$ cat config.mk
export PLATFORM = sky130hd
export DESIGN_NAME = pc_fetch
export DESIGN_NICKNAME = d
export VERILOG_FILES = /design/src/rtl/pc_fetch.sv
export SDC_FILE = /design/constraint.sdc
export NUM_CORES = 1
export LEC_CHECK = 0
export CORE_ASPECT_RATIO = 1.25
export CORE_MARGIN = 4
export CORE_UTILIZATION = 40
export DETAILED_ROUTE_END_ITERATION = 6
export PLACE_DENSITY_LB_ADDON = 0.3
export SYNTH_ARGS = -nofsm -noshare
export SYNTH_HDL_FRONTEND = slang
export SYNTH_SLANG_ARGS = --single-unit
$ cat constraint.sdc
create_clock -name clk -period 8.7 [get_ports clk]
set_input_delay 0.87 -clock clk [delete_from_list [all_inputs] [get_ports clk]]
set_output_delay 0.87 -clock clk [all_outputs]
set_load 0.005 [all_outputs]
$ cat src/rtl/pc_fetch.sv
// Instruction fetch front end: one outstanding imem request, a single-entry decode buffer and redirect handling.
// Optional misaligned-redirect trap is compiled in with `define FETCH_MISALIGN_EN.

module add32 (
  input  logic [31:0] a,
  input  logic [31:0] b,
  output logic [31:0] sum
);
  // Modular add: carry out of bit 31 is dropped, so 32'hFFFF_FFFC + 4 wraps to 0.
  assign sum = a + b;
endmodule

module pc_fetch #(
  parameter logic [31:0] RESET_PC = 32'h0000_0000
) (
  input  logic        clk,
  input  logic        rst,
  output logic        imem_req,
  output logic [31:0] imem_addr,
  input  logic        imem_gnt,
  input  logic        imem_rvalid,
  input  logic [31:0] imem_rdata,
  input  logic        redirect,
  input  logic [31:0] redirect_pc,
  output logic        out_valid,
  input  logic        out_ready,
  output logic [31:0] out_instr,
  output logic [31:0] out_pc
`ifdef FETCH_MISALIGN_EN
  ,
  output logic        fault
`endif
);

`ifdef FETCH_MISALIGN_EN
  typedef enum logic [2:0] {S_IDLE, S_REQ, S_WAIT, S_HOLD, S_FAULT} state_t;
`else
  typedef enum logic [2:0] {S_IDLE, S_REQ, S_WAIT, S_HOLD} state_t;
`endif

  state_t      state, nstate;
  logic [31:0] pc, pc_inc, redir_tgt;
  logic        discard;
  logic        redir_ok;

  add32 u_pc_add (
    .a   (pc),
    .b   (32'h4),
    .sum (pc_inc)
  );

`ifdef FETCH_MISALIGN_EN
  logic bad_redir;
  // A misaligned target traps instead of being loaded; FAULT ignores all redirects.
  always_comb begin
    bad_redir = redirect && (state != S_FAULT) && (redirect_pc[1:0] != 2'b00);
    redir_ok  = redirect && (state != S_FAULT) && (redirect_pc[1:0] == 2'b00);
    redir_tgt = redirect_pc;
  end
`else
  always_comb begin
    redir_ok  = redirect;
    redir_tgt = redirect_pc & 32'hFFFF_FFFC;
  end
`endif

  always_ff @(posedge clk or posedge rst) begin
    if (rst) state <= S_IDLE;
    else     state <= nstate;
  end

  always_comb begin
    nstate = state;
    case (state)
      S_IDLE:  nstate = S_REQ;
      S_REQ:   if (imem_gnt) nstate = S_WAIT;
      // A redirect that meets the response drops it and refetches from the new pc.
      S_WAIT:  if (imem_rvalid) nstate = (discard || redirect) ? S_REQ : S_HOLD;
      S_HOLD:  if (out_ready || redirect) nstate = S_REQ;
`ifdef FETCH_MISALIGN_EN
      S_FAULT: nstate = S_FAULT;
`endif
      default: nstate = S_IDLE;
    endcase
`ifdef FETCH_MISALIGN_EN
    if (bad_redir) nstate = S_FAULT;
`endif
  end

  always_comb begin
    imem_req  = (state == S_REQ);
    imem_addr = pc;
  end

  always_ff @(posedge clk or posedge rst) begin
    if (rst) begin
      pc        <= RESET_PC;
      discard   <= 1'b0;
      out_valid <= 1'b0;
      out_instr <= 32'h0;
      out_pc    <= 32'h0;
`ifdef FETCH_MISALIGN_EN
      fault     <= 1'b0;
`endif
    end else begin
      if (redir_ok) begin
        pc        <= redir_tgt;
        out_valid <= 1'b0;
        // The request already in flight must have its response thrown away.
        discard   <= ((state == S_REQ) && imem_gnt) || ((state == S_WAIT) && !imem_rvalid);
      end else begin
        case (state)
          S_WAIT: if (imem_rvalid) begin
            discard <= 1'b0;
            if (!discard) begin
              out_instr <= imem_rdata;
              out_pc    <= pc;
              pc        <= pc_inc;
              out_valid <= 1'b1;
            end
          end
          S_HOLD: if (out_ready) out_valid <= 1'b0;
          default: ;
        endcase
      end
`ifdef FETCH_MISALIGN_EN
      if (bad_redir) begin
        fault     <= 1'b1;
        out_valid <= 1'b0;
      end
`endif
    end
  end

endmodule
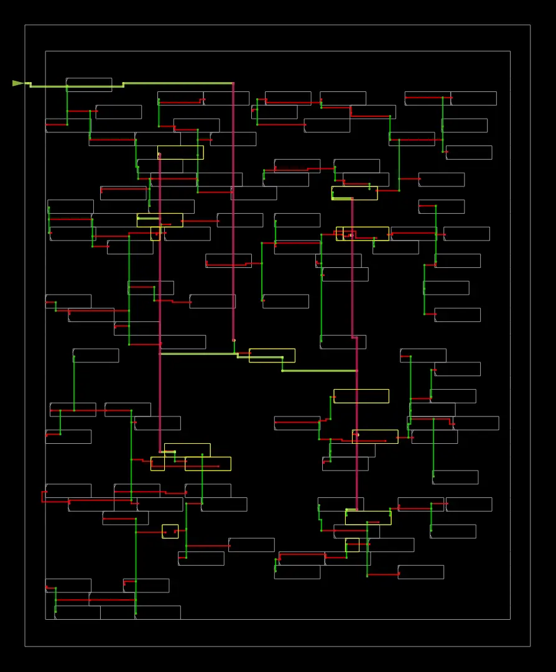
*The clock network, run 1*
flop count: 96
Power Clock: 384 uW
cts bufs inserted: 9

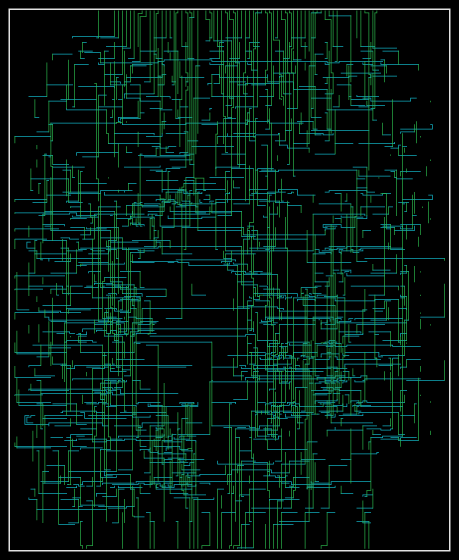
*Routed metal, one color a layer, run 1*
Two of the layers only.
[green] metal 2 | wire length: 5590 um
[cyan] metal 1 | wire length: 4540 um

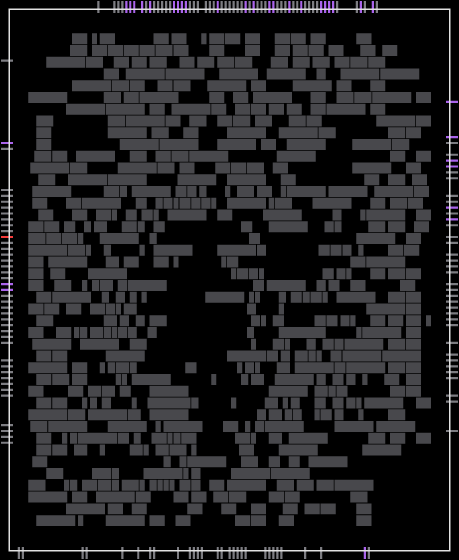
*I/O pins on the die edge, run 1*
Pins as bars across the die edge, other pins in gray.
[red] redirect | pins: 1 | direction: input | edge: west
[purple] out_instr | pins: 32 | direction: output | edge: 22 north, 6 east, 3 west, 1 south
all pins by edge: 61 north, 41 west, 37 east, 29 south

==> flow_metrics.tcl, run 1 <==
# yosys + openroad results
set metrics [dict create \
    yosys.stat.seqShare_pct 54.9 \
    place_hpwl_mm 7.96 \
    setup_viol 0 \
    place_congestion 0.748 \
    rsz0062_at_grt "no" \
    wire_per_inst_um 16.7 \
    pre_cts_slack_ns 5.32 \
    async_flop_share_pct 100 \
    cap_violations 0 \
    tightest_slew_ns 0.939 \
    fp.dieH_um 125 \
    die_area_mm2 0.0127 \
    outcome "completed" \
    fin_ws_ns 5.70 \
    required_ns 8.92 \
    cp_cell_sequence "clkdlybuf4s50_1 -> nand4bb_4 -> nor2_4 -> buf_4 -> mux2_2" \
    slew_violations 0 \
    irDropWorstVdd_mv 0.143 \
    final-comb-area_mm2 0.00182 \
    common_cells "dfrtp_1 (96), mux2_2 (63), nand2_1 (33)" \
]
-- run 1: cells in the final DEF (no fill, tap or decap), types with 10 or more instances in the layout --
master / count
a31oi_1: 13
nor2_1: 20
or4_1: 16
o21ai_0: 14
mux2_2: 63
nand3_1: 12
nand2_1: 33
o31ai_1: 10
clkdlybuf4s50_1: 161
dfrtp_1: 96
-- run 1: per-stage QoR --
stage | total power [mW] | area, um2
after floorplan | 0.901 | 4390
after global placement | 1.25 | 6050
after detailed placement | 1.27 | 6050
after CTS | 1.66 | 6340
after global routing | 1.73 | 6340
final | 1.64 | 6340
-- run 1: worst reg2reg max path: cells and delay by family, from the launching register on --
family	cells	cell delay, ns
buffers and inverters	1	0.57
multiplexers	1	0.44
flip-flops	1	0.49
AND/OR/NAND/NOR	2	0.83
-- run 1: registers in the layout, summed over array words and instances, names as in the netlist --
name and count:
out_instr 32, imem_addr 30, out_pc 30, state 2, discard 1, out_valid 1
-- run 1: metal layers --
| metal | part of all wire [%] | vias to the layer above | global-route usage (%) |
|---|---|---|---|
| met5 | 0 | - | 0 |
| li1 | - | 1660 | - |
| met3 | 6.7 | 11 | 4.40 |
| met4 | 1.6 | 0 | 6.73 |
| met2 | 51 | 112 | 29.2 |
| met1 | 41 | 1681 | 21.7 |
-- run 1: where the power goes --
group | total (mW) | switching (mW) | internal (mW)
Sequential | 0.695 | 0.100 | 0.595
Combinational | 0.557 | 0.163 | 0.395
Clock | 0.384 | 0.163 | 0.221
-- run 1: path summary, 6_finish.rpt --
| check | slack [ns] | to | cells past startpoint |
|---|---|---|---|
| setup / recovery | 5.70 | out_instr[16]$_DFFE_PP0P_ | 5 |
| hold / removal | 0.50 | out_instr[4]$_DFFE_PP0P_ | 1 |
| setup reg to reg | 6.27 | out_instr[16]$_DFFE_PP0P_ | 4 |
| hold reg to reg | 0.50 | out_instr[4]$_DFFE_PP0P_ | 1 |
| max in group asynchronous | 6.65 | out_instr[22]$_DFFE_PP0P_ | 3 |
| min in group asynchronous | 0.88 | out_instr[12]$_DFFE_PP0P_ | 2 |
-- run 1: logic make-up (layout without fill, tap and decap cells) --
| family | count (synthesis) | after routing | synth area share, % |
|---|---|---|---|
| buffers and inverters | 35 | 187 | 4.06 |
| AOI/OAI and AO/OA | 51 | 51 | 7.58 |
| and+or+nand+nor | 116 | 116 | 14.4 |
| DFF | 96 | 96 | 54.9 |
| xor gates and xnor gates | 10 | 10 | 2.00 |
| other | 1 | 4 | 0.0857 |
| adders and majority gates | 1 | 1 | 0.286 |
| muxes | 65 | 65 | 16.7 |
-- run 1: cell type report --
| cell class | instances | share of cell area [%] |
|---|---|---|
| tap | 132 | 2.60 |
| sequential | 96 | 37.9 |
| multi-input combinational | 247 | 28.6 |
| clock buffer | 10 | 3.61 |
| clock inverter | 5 | 0.927 |
| timing repair buffer | 165 | 25.9 |
| inverter | 7 | 0.454 |
### Register map, names as in the netlist, run 1

Scale bar: 20 um. Other sequential cells in the stronger gray, the rest of the logic in the fainter gray.
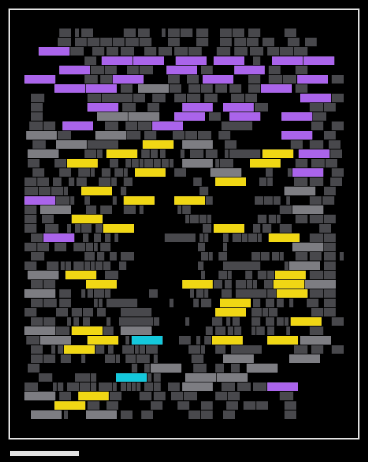

==> run 2, diff against run 1 <==
==> constraint.sdc (replaced) <==
create_clock -name clk -period 3.1 [get_ports clk]
set_input_delay 0.31 -clock clk [delete_from_list [all_inputs] [get_ports clk]]
set_output_delay 0.31 -clock clk [all_outputs]
set_load 0.005 [all_outputs]
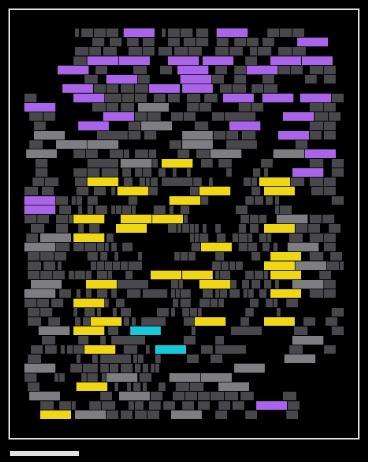
*Register map, names as in the netlist, run 2*
Scale bar: 20 um. Other sequential cells in the stronger gray, the rest of the logic in the fainter gray.
[cyan] state | flops: 2
[yellow] imem_addr | flops: 30
[purple] out_instr | flops: 32
not colored: 32

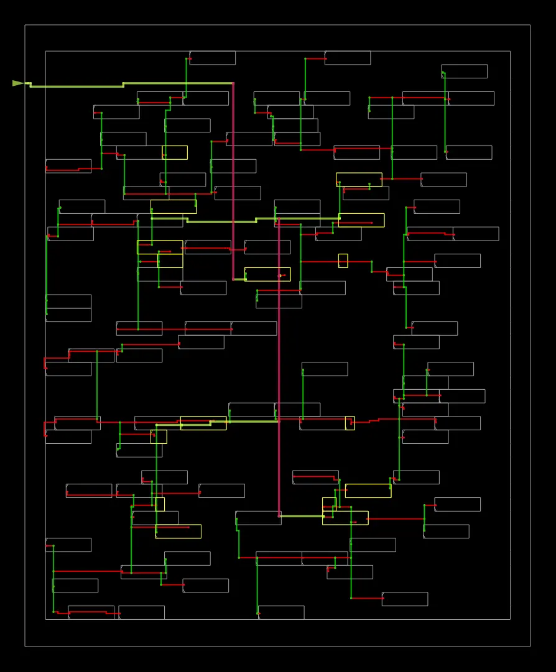
*The clock network, run 2*
CTS sink cnt: 96
clkbuf count: 11
Latency at later pin: 0.33 ns
Power Clock: 1.05 mW
skew final: 0.00487 ns

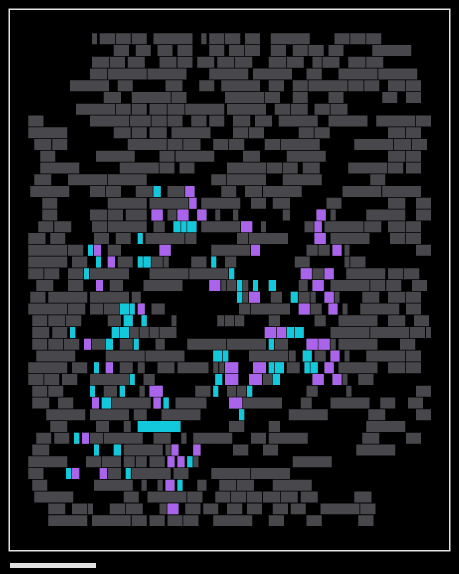
*Logic cells by family, run 2*
Scale bar: 20 um.
[cyan] NAND gates | cells: 55 | most used: nand2_1
[purple] inverting AOI/OAI gates | cells: 51 | most used: o21ai_0

==> flow_metrics.tcl, run 2 <==
# yosys + openroad results
set metrics [dict create \
    route.detailed.drc 0 \
    setup_viol 0 \
    crit_type "register to register" \
    outcome "completed" \
    design_area_mm2 0.00638 \
    power_mw 4.58 \
    cap_violations 0 \
    pwr-share-seq_pct 42.6 \
    nets 599 \
    ios 168 \
    edf_count 0 \
    final_cell_mix "clkdlybuf4s50_1 (161), dfrtp_1 (96), mux2_2 (63)" \
    p_int_mw 3.37 \
    combinationalPowerShare_pct 34.5 \
    wire_per_inst_um 16.9 \
    viasPerCell 5.20 \
    yosys.area.top_type "dfrtp_1" \
    place_hpwl_mm 8.13 \
    clkPwrFrac_pct 22.9 \
    drt_wl_total_mm 11.2 \
    tightest_slew_ns 0.642 \
    required_ns 3.35 \
    place_congestion 0.770 \
    fin_crit_ns 2.36 \
    switching_share_pct 26.4 \
    yosys.stat.seqShare_pct 54.9 \
    top_register "out_instr" \
    cts_made_buffers 9 \
    common_cells "dfrtp_1 (96), mux2_2 (63), nand2_1 (33)" \
    async_flop_share_pct 100 \
    arrival_ns 2.62 \
    post_dp_cell_area_mm2 0.00609 \
    die_area_mm2 0.0127 \
    fp.dieH_um 125 \
    p_sw_mw 1.21 \
    layout_top_cell "clkdlybuf4s50_1" \
    rsz0062_at_grt "no" \
    grt_pass1_vias 3592 \
    cellPowerDensity_mw_per_mm2 717 \
    largest_reg_flops 32 \
    critPathCaptureType "register" \
    slew_violations 0 \
    antenna-diode-count 0 \
    irDropWorstVdd_mv 0.358 \
]
==> run 2: stage by stage <==
step                      instances  hold WS [ns]  setup WS [ns]
final                           665         0.422          0.740
after global routing            665         0.467          0.603
after CTS                       665         0.435          0.742
after detailed placement        649         0.495          0.419
after global placement          649         0.488          0.467
after floorplan                 378         0.430          0.285
==> run 2: worst max-delay path, cell delays in order (launching register included) <==
cell       delay (ns)
dfrtp_1          0.49
nand4bb_4        0.32
or4_4            0.73
or4_1            0.55
a31oi_1          0.18
==> run 2: power groups by stage <==
stage | Clock (mW) | Combinational [mW] | Sequential (mW)
CTS | 1.09 | 1.61 | 1.95
global placement | 0 | 1.57 | 1.95
global route | 1.14 | 1.70 | 2.02
finish | 1.05 | 1.58 | 1.95
detailed placement | 0 | 1.60 | 1.98
floorplan | 0 | 0.578 | 1.95
==> run 2: metal layers <==
layer,wire length (um),GRT usage [%],share of wire [%]
met1,4510,23.0,40
met3,784,5.96,7.0
met5,0,0,0
met4,144,4.85,1.3
met2,5800,30.5,52
==> run 2: path summary, 6_finish.rpt <==
path / endpoint / slack, ns / cells past startpoint
min in group clk: out_pc[27]$_DFFE_PP0P_ / 0.50 / 1
worst min-delay path: out_instr[0]$_DFFE_PP0P_ / 0.42 / 2
max in group asynchronous: out_pc[9]$_DFFE_PP0P_ / 1.99 / 3
worst max-delay path: imem_addr[21]$_DFFE_PP0P_ / 0.74 / 4
worst min register to register: out_pc[27]$_DFFE_PP0P_ / 0.50 / 1
worst max register to register: imem_addr[21]$_DFFE_PP0P_ / 0.74 / 4
==> run 2: cell type report <==
class | count | area, um2
Timing Repair Buffer | 167 | 1680
Fill cell | 917 | 4290
Tap cell | 132 | 165
Multi-Input combinational cell | 247 | 1820
Inverter | 7 | 28.8
Sequential cell | 96 | 2400
Clock inverter | 5 | 31.3
Clock buffer | 11 | 253
==> run 2: cell families after synthesis <==
kind of cell | after synthesis | synth area share [%]
muxes | 65 | 16.7
and+or+nand+nor | 116 | 14.4
other | 1 | 0.0857
AOI/OAI and AO/OA | 51 | 7.58
buffers and inverters | 35 | 4.06
xor gates and xnor gates | 10 | 2.00
adders and majority gates | 1 | 0.286
DFF | 96 | 54.9
Power and IR drop assume default switching activity.
